File: src/rtl/pipeline_hazard_ctrl_if.sv
// OF-stage instruction descriptor, branch resolution and hazard-control outputs for pipeline_hazard_ctrl.
// The pipeline front end drives the master side; the controller is the slave.
interface pipeline_hazard_ctrl_if #(
   parameter int REG_W = 4,
   parameter int CNT_W = 16
);
   logic             of_valid;
   logic [REG_W-1:0] of_src1;
   logic             of_src1_used;
   logic [REG_W-1:0] of_src2;
   logic             of_src2_used;
   logic [REG_W-1:0] of_dst;
   logic             of_wb;
   logic             of_is_ld;
   logic             branch_taken;
   logic             stall;
   logic             flush;
   logic [1:0]       fwd_a_sel;
   logic [1:0]       fwd_b_sel;
   logic [CNT_W-1:0] stall_count;
   logic [CNT_W-1:0] flush_count;

   modport master (
      output of_valid, of_src1, of_src1_used, of_src2, of_src2_used,
             of_dst, of_wb, of_is_ld, branch_taken,
      input  stall, flush, fwd_a_sel, fwd_b_sel, stall_count, flush_count
   );

   modport slave (
      input  of_valid, of_src1, of_src1_used, of_src2, of_src2_used,
             of_dst, of_wb, of_is_ld, branch_taken,
      output stall, flush, fwd_a_sel, fwd_b_sel, stall_count, flush_count
   );
endinterface

File: src/rtl/pipeline_hazard_ctrl.sv
// Load-use interlock, branch flush and EX forwarding selects for the 5-stage pipeline; outputs are
// combinational from OF inputs and the EX/MA/RW shadow scoreboard; the back end never stalls.
module pipeline_hazard_ctrl #(
   parameter int REG_W = 4,
   parameter int CNT_W = 16
) (
   input logic                  clk,
   input logic                  reset,
   pipeline_hazard_ctrl_if.slave hz
);
   typedef struct packed {
      logic             valid;
      logic             wb;
      logic             is_ld;
      logic [REG_W-1:0] dst;
   } stage_t;

   localparam logic [CNT_W-1:0] CNT_ONE = CNT_W'(1);
   localparam logic [CNT_W-1:0] CNT_MAX = '1;

   stage_t           ex_q, ma_q, rw_q;
   logic [REG_W-1:0] ex_src1, ex_src2;
   logic             ex_src1_used, ex_src2_used;
   logic [CNT_W-1:0] stall_cnt, flush_cnt;
   logic             ld_use, stall_i, flush_i;
   logic [1:0]       fwd_a, fwd_b;

   // Loads in MA are excluded: their data only exists once they reach RW.
   function automatic logic [1:0] fwd_sel(input logic used, input logic [REG_W-1:0] src,
                                          input logic ex_v, input stage_t ma, input stage_t rw);
      logic [1:0] sel;
      sel = 2'b00;
      if (ex_v && used && ma.valid && ma.wb && !ma.is_ld && (ma.dst == src))
         sel = 2'b01;
      else if (ex_v && used && rw.valid && rw.wb && (rw.dst == src))
         sel = 2'b10;
      return sel;
   endfunction

   always_comb begin
      ld_use = hz.of_valid && ex_q.valid && ex_q.wb && ex_q.is_ld &&
               ((hz.of_src1_used && (hz.of_src1 == ex_q.dst)) ||
                (hz.of_src2_used && (hz.of_src2 == ex_q.dst)));
      flush_i = hz.branch_taken && !reset;
      stall_i = ld_use && !hz.branch_taken && !reset;
      fwd_a   = fwd_sel(ex_src1_used, ex_src1, ex_q.valid, ma_q, rw_q);
      fwd_b   = fwd_sel(ex_src2_used, ex_src2, ex_q.valid, ma_q, rw_q);
   end

   always_ff @(posedge clk or posedge reset) begin
      if (reset) begin
         ex_q         <= '0;
         ma_q         <= '0;
         rw_q         <= '0;
         ex_src1      <= '0;
         ex_src2      <= '0;
         ex_src1_used <= 1'b0;
         ex_src2_used <= 1'b0;
      end else begin
         if (flush_i || stall_i) begin
            ex_q         <= '0;
            ex_src1_used <= 1'b0;
            ex_src2_used <= 1'b0;
         end else begin
            ex_q.valid   <= hz.of_valid;
            ex_q.wb      <= hz.of_wb;
            ex_q.is_ld   <= hz.of_is_ld;
            ex_q.dst     <= hz.of_dst;
            ex_src1      <= hz.of_src1;
            ex_src2      <= hz.of_src2;
            ex_src1_used <= hz.of_src1_used;
            ex_src2_used <= hz.of_src2_used;
         end
         ma_q <= ex_q;
         rw_q <= ma_q;
      end
   end

   always_ff @(posedge clk or posedge reset) begin
      if (reset) begin
         stall_cnt <= '0;
         flush_cnt <= '0;
      end else begin
         if (stall_i && (stall_cnt != CNT_MAX))
            stall_cnt <= stall_cnt + CNT_ONE;
         if (flush_i && (flush_cnt != CNT_MAX))
            flush_cnt <= flush_cnt + CNT_ONE;
      end
   end

   assign hz.stall       = stall_i;
   assign hz.flush       = flush_i;
   assign hz.fwd_a_sel   = fwd_a;
   assign hz.fwd_b_sel   = fwd_b;
   assign hz.stall_count = stall_cnt;
   assign hz.flush_count = flush_cnt;
endmodule

File: src/flat_wrapper.sv
// flat-port wrapper written by rule: the top's interface ports become plain ports
module pipeline_hazard_ctrl_flat 
#(
   parameter int REG_W = 4,
   parameter int CNT_W = 16
)
  (clk, reset, hz_of_valid, hz_of_src1, hz_of_src1_used, hz_of_src2, hz_of_src2_used, hz_of_dst, hz_of_wb, hz_of_is_ld, hz_branch_taken, hz_stall, hz_flush, hz_fwd_a_sel, hz_fwd_b_sel, hz_stall_count, hz_flush_count);
  pipeline_hazard_ctrl_if #(.REG_W(REG_W), .CNT_W(CNT_W)) hz_i ();
  input logic clk;
  input logic reset;
  input wire logic [$bits(hz_i.of_valid)-1:0] hz_of_valid;
  input wire logic [$bits(hz_i.of_src1)-1:0] hz_of_src1;
  input wire logic [$bits(hz_i.of_src1_used)-1:0] hz_of_src1_used;
  input wire logic [$bits(hz_i.of_src2)-1:0] hz_of_src2;
  input wire logic [$bits(hz_i.of_src2_used)-1:0] hz_of_src2_used;
  input wire logic [$bits(hz_i.of_dst)-1:0] hz_of_dst;
  input wire logic [$bits(hz_i.of_wb)-1:0] hz_of_wb;
  input wire logic [$bits(hz_i.of_is_ld)-1:0] hz_of_is_ld;
  input wire logic [$bits(hz_i.branch_taken)-1:0] hz_branch_taken;
  output wire logic [$bits(hz_i.stall)-1:0] hz_stall;
  output wire logic [$bits(hz_i.flush)-1:0] hz_flush;
  output wire logic [$bits(hz_i.fwd_a_sel)-1:0] hz_fwd_a_sel;
  output wire logic [$bits(hz_i.fwd_b_sel)-1:0] hz_fwd_b_sel;
  output wire logic [$bits(hz_i.stall_count)-1:0] hz_stall_count;
  output wire logic [$bits(hz_i.flush_count)-1:0] hz_flush_count;
  assign hz_i.of_valid = hz_of_valid;
  assign hz_i.of_src1 = hz_of_src1;
  assign hz_i.of_src1_used = hz_of_src1_used;
  assign hz_i.of_src2 = hz_of_src2;
  assign hz_i.of_src2_used = hz_of_src2_used;
  assign hz_i.of_dst = hz_of_dst;
  assign hz_i.of_wb = hz_of_wb;
  assign hz_i.of_is_ld = hz_of_is_ld;
  assign hz_i.branch_taken = hz_branch_taken;
  assign hz_stall = hz_i.stall;
  assign hz_flush = hz_i.flush;
  assign hz_fwd_a_sel = hz_i.fwd_a_sel;
  assign hz_fwd_b_sel = hz_i.fwd_b_sel;
  assign hz_stall_count = hz_i.stall_count;
  assign hz_flush_count = hz_i.flush_count;
  pipeline_hazard_ctrl #(.REG_W(REG_W), .CNT_W(CNT_W)) u_core (.clk(clk), .reset(reset), .hz(hz_i));
endmodule
File: config.mk
export PLATFORM = sky130hd
export DESIGN_NAME = pipeline_hazard_ctrl_flat
export DESIGN_NICKNAME = d
export VERILOG_FILES = /design/src/rtl/pipeline_hazard_ctrl_if.sv /design/src/rtl/pipeline_hazard_ctrl.sv /design/src/flat_wrapper.sv
export SDC_FILE = /design/constraint.sdc
export NUM_CORES = 1
export LEC_CHECK = 0
export CAP_MARGIN = 20
export CORE_ASPECT_RATIO = 1.4
export CORE_MARGIN = 1.5
export CORE_UTILIZATION = 51
export DETAILED_ROUTE_END_ITERATION = 8
export GPL_TIMING_DRIVEN = 0
export PLACE_DENSITY = 0.88
export SLEW_MARGIN = 40
export SYNTH_ARGS = -nofsm -noshare
export SYNTH_HDL_FRONTEND = slang
export SYNTH_SLANG_ARGS = --single-unit
File: constraint.sdc
create_clock -name clk -period 6.1 [get_ports clk]
set_input_delay 1.83 -clock clk [delete_from_list [all_inputs] [get_ports clk]]
set_output_delay 1.83 -clock clk [all_outputs]
set_load 0.02 [all_outputs]
### Power grid

(4 px per um) Pins as bars on the die edge. Tap cells in grey.
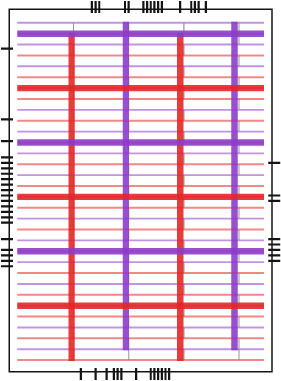
| colour | net |
|---|---|
| red | VSS |
| purple | VDD |
signal pins: 58
tap cells: 66
met1 rails: 32
rows: 31
met4 straps: 4

### Placement by cell class

(4 px per um) Fill, decap, tap and diode cells in grey.
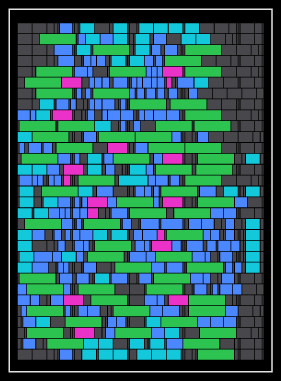
| colour | class | cells | share of their area |
|---|---|---|---|
| blue | combinational and other logic | 175 | 33% |
| green | sequential cells | 62 | 44% |
| cyan | remaining buffers and delay cells | 61 | 18% |
| magenta | clock drivers and dummy loads | 16 | 5.2% |

==> results.toml <==
# yosys + openroad results
[placed_design]
gp_routability_congestion = 0.8348
place_worst_setup_slack_ps = 283.7
count_of_buffers_from_port_buffering = 57

[logic_synthesis]
yosys.area_share.simple_pct = 19.54
netlist_area_mm2 = 0.002773
synthXorXnorAreaFrac_pct = 15.16
synth_nets = 262
post_synth_edffs = 0
ys_seq_elements = 62
synth.cellmix.adderShare_pct = 0.9025
netlist.top_cell.by_area = "dfrtp_1"
top_cells_by_area = "dfrtp_1 56%, xnor2_1 8.8%, xor2_1 6.3%"
yosys_most_used_dff = "dfrtp_1"
synthesis.instances = 240
count_of_synthesis_stage_warnings_from_yosys = 0

[routing]
via_per_inst = 5.300
routed_wl_mm = 5.773
wl_per_cell_um = 15.19
drt_first_iter_violations = 36
drt.antenna.violating_nets = 0

[clock_network]
cts_htree_levels = 3
cts_buffers = 9
cts_sinks = 62
post_cts_hold_fix_buffer_tally = 0

[worst_hold_path]
hold_path_class = "flop to flop"

[setup_path]
cp-end-kind = "output port"
worst_setup_path_start_kind = "input pin"
worstPathArrival_ps = 3980
timing.critical_path.fanout_max = 6

[global_route]
grt_pass1_vias = 2135
globalRouteMet2Util_pct = 36.90
gr-usage-all-layers_pct = 21.91
global_route_met1_usage_pct = 25.87

[finish]
design.final.nets = 331
post-route-util_pct = 69.93
drive_gt1_share_pct = 10.83

[power]
total_power_mw = 0.9780

[sta]
timing.final.max_slew_violations = 0
worst_clock_skew_ps = 4.830
rsz_0062_raised_after_global_routing = "false"
relSlewSlack_pct = 58.02
min_period_ps = 5811
worst_hold_slack_ps = 372.7

[outcome]
run_status = "completed"

[floorplan]
num_io_pins = 58

[job]
stage_log_warnings = 26
### Clock network drawn from the DEF

(4 px per um)
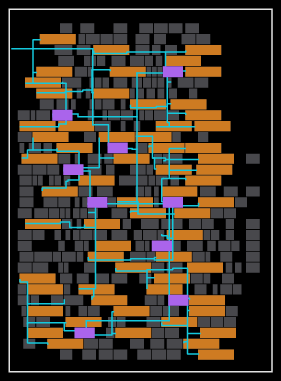
[orange] flip-flops | count: 62
[cyan] clock wires | length: 726 um
[purple] clock drivers | count: 9
routed clock nets: 10

### Signal wires by layer

(4 px per um)
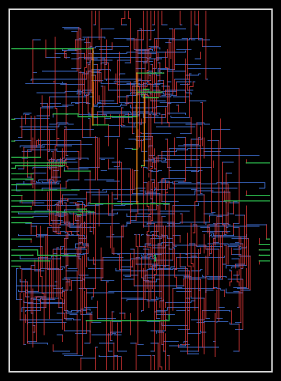
| colour | layer | wire length |
|---|---|---|
| green | metal 3 | 303 um |
| blue | metal 1 | 2390 um |
| orange | metal 4 | 69.4 um |
| red | metal 2 | 3010 um |

## routing by layer
| metal | vias up | wire, um |
|---|---|---|
| met5 | - | 0 |
| met4 | 0 | 69 |
| met3 | 8 | 303 |
| met2 | 52 | 3006 |
| met1 | 992 | 2393 |
| li1 | 962 | - |
## placed cells by master (no fill, tap or decap), types with 2 or more instances in the layout
master | Yosys | layout
and3_1 | 3 | 3
nand3_1 | 18 | 18
ha_1 | 2 | 2
inv_1 | 6 | 5
nor2_1 | 14 | 14
clkinv_2 | 0 | 2
and2_1 | 9 | 9
o2111ai_1 | 2 | 2
nand2b_1 | 3 | 3
nand2_1 | 21 | 21
dfrtp_1 | 62 | 62
mux2_2 | 10 | 10
buf_6 | 3 | 3
nor3_1 | 8 | 8
xor2_1 | 20 | 20
xnor2_1 | 28 | 28
clkdlybuf4s50_1 | 0 | 57
nand4_1 | 11 | 11
clkbuf_8 | 0 | 12
nor4_1 | 6 | 6
and4_1 | 2 | 2
## power by group through the flow
stage	Combinational [mW]	Clock, mW	Sequential [mW]
floorplan	0.0661	0	0.510
global placement	0.152	0	0.494
detailed placement	0.159	0	0.497
CTS	0.160	0.336	0.490
global route	0.172	0.358	0.495
finish	0.158	0.331	0.489
## worst paths after layout
path,from,endpoint,cells after the start
worst max-delay path,hz_of_valid,hz_stall,7
worst min-delay path,u_core.ex_q[4]$_DFF_PP0_,u_core.ma_q[4]$_DFF_PP0_,0
worst max register to register,u_core.hz.stall_count[0]$_DFFE_PP0P_,u_core.hz.stall_count[1]$_DFFE_PP0P_,7
worst min register to register,u_core.ex_q[4]$_DFF_PP0_,u_core.ma_q[4]$_DFF_PP0_,0
max in group asynchronous,reset,u_core.hz.flush_count[0]$_DFFE_PP0P_,3
min in group asynchronous,reset,u_core.ex_q[5]$_DFF_PP0_,2
## state kept, by name, indices dropped and copies added (netlist names)
| register | cells |
|---|---|
| u_core.rw_q | 6 |
| u_core.hz.stall_count | 16 |
| u_core.ma_q | 7 |
| u_core.ex_q | 7 |
| u_core.ex_src1 | 4 |
| u_core.ex_src2 | 4 |
| u_core.ex_src2_used | 1 |
| u_core.hz.flush_count | 16 |
| u_core.ex_src1_used | 1 |
## cells by family (layout without fill, tap and decap cells)
logic type	count (synthesis)	count (layout)
xor+xnor	48	48
compound gates	5	5
simple gates	102	102
flops	62	62
mux	12	12
buf+inv	9	83
fa+ha+maj	2	2
## worst max-delay path, cell delays in order
cell and delay [ps]:
clkdlybuf4s50_1 500, nand4_1 120, or3_4 370, nor4_2 260, or2_1 170, buf_6 130
clkdlybuf4s50_1 600
## layout make-up
cell class / instances / area, um2
clock buffers: 13 / 168.9
plain buffers: 3 / 33.78
clock inverters: 3 / 17.52
flip-flops and latches: 62 / 1551
multi-input cells: 169 / 1165
well taps: 66 / 82.58
repair buffers: 58 / 590.6
inverters: 6 / 25.02
fillers: 409 / 1563
Power is estimated from default activity; no workload was simulated.
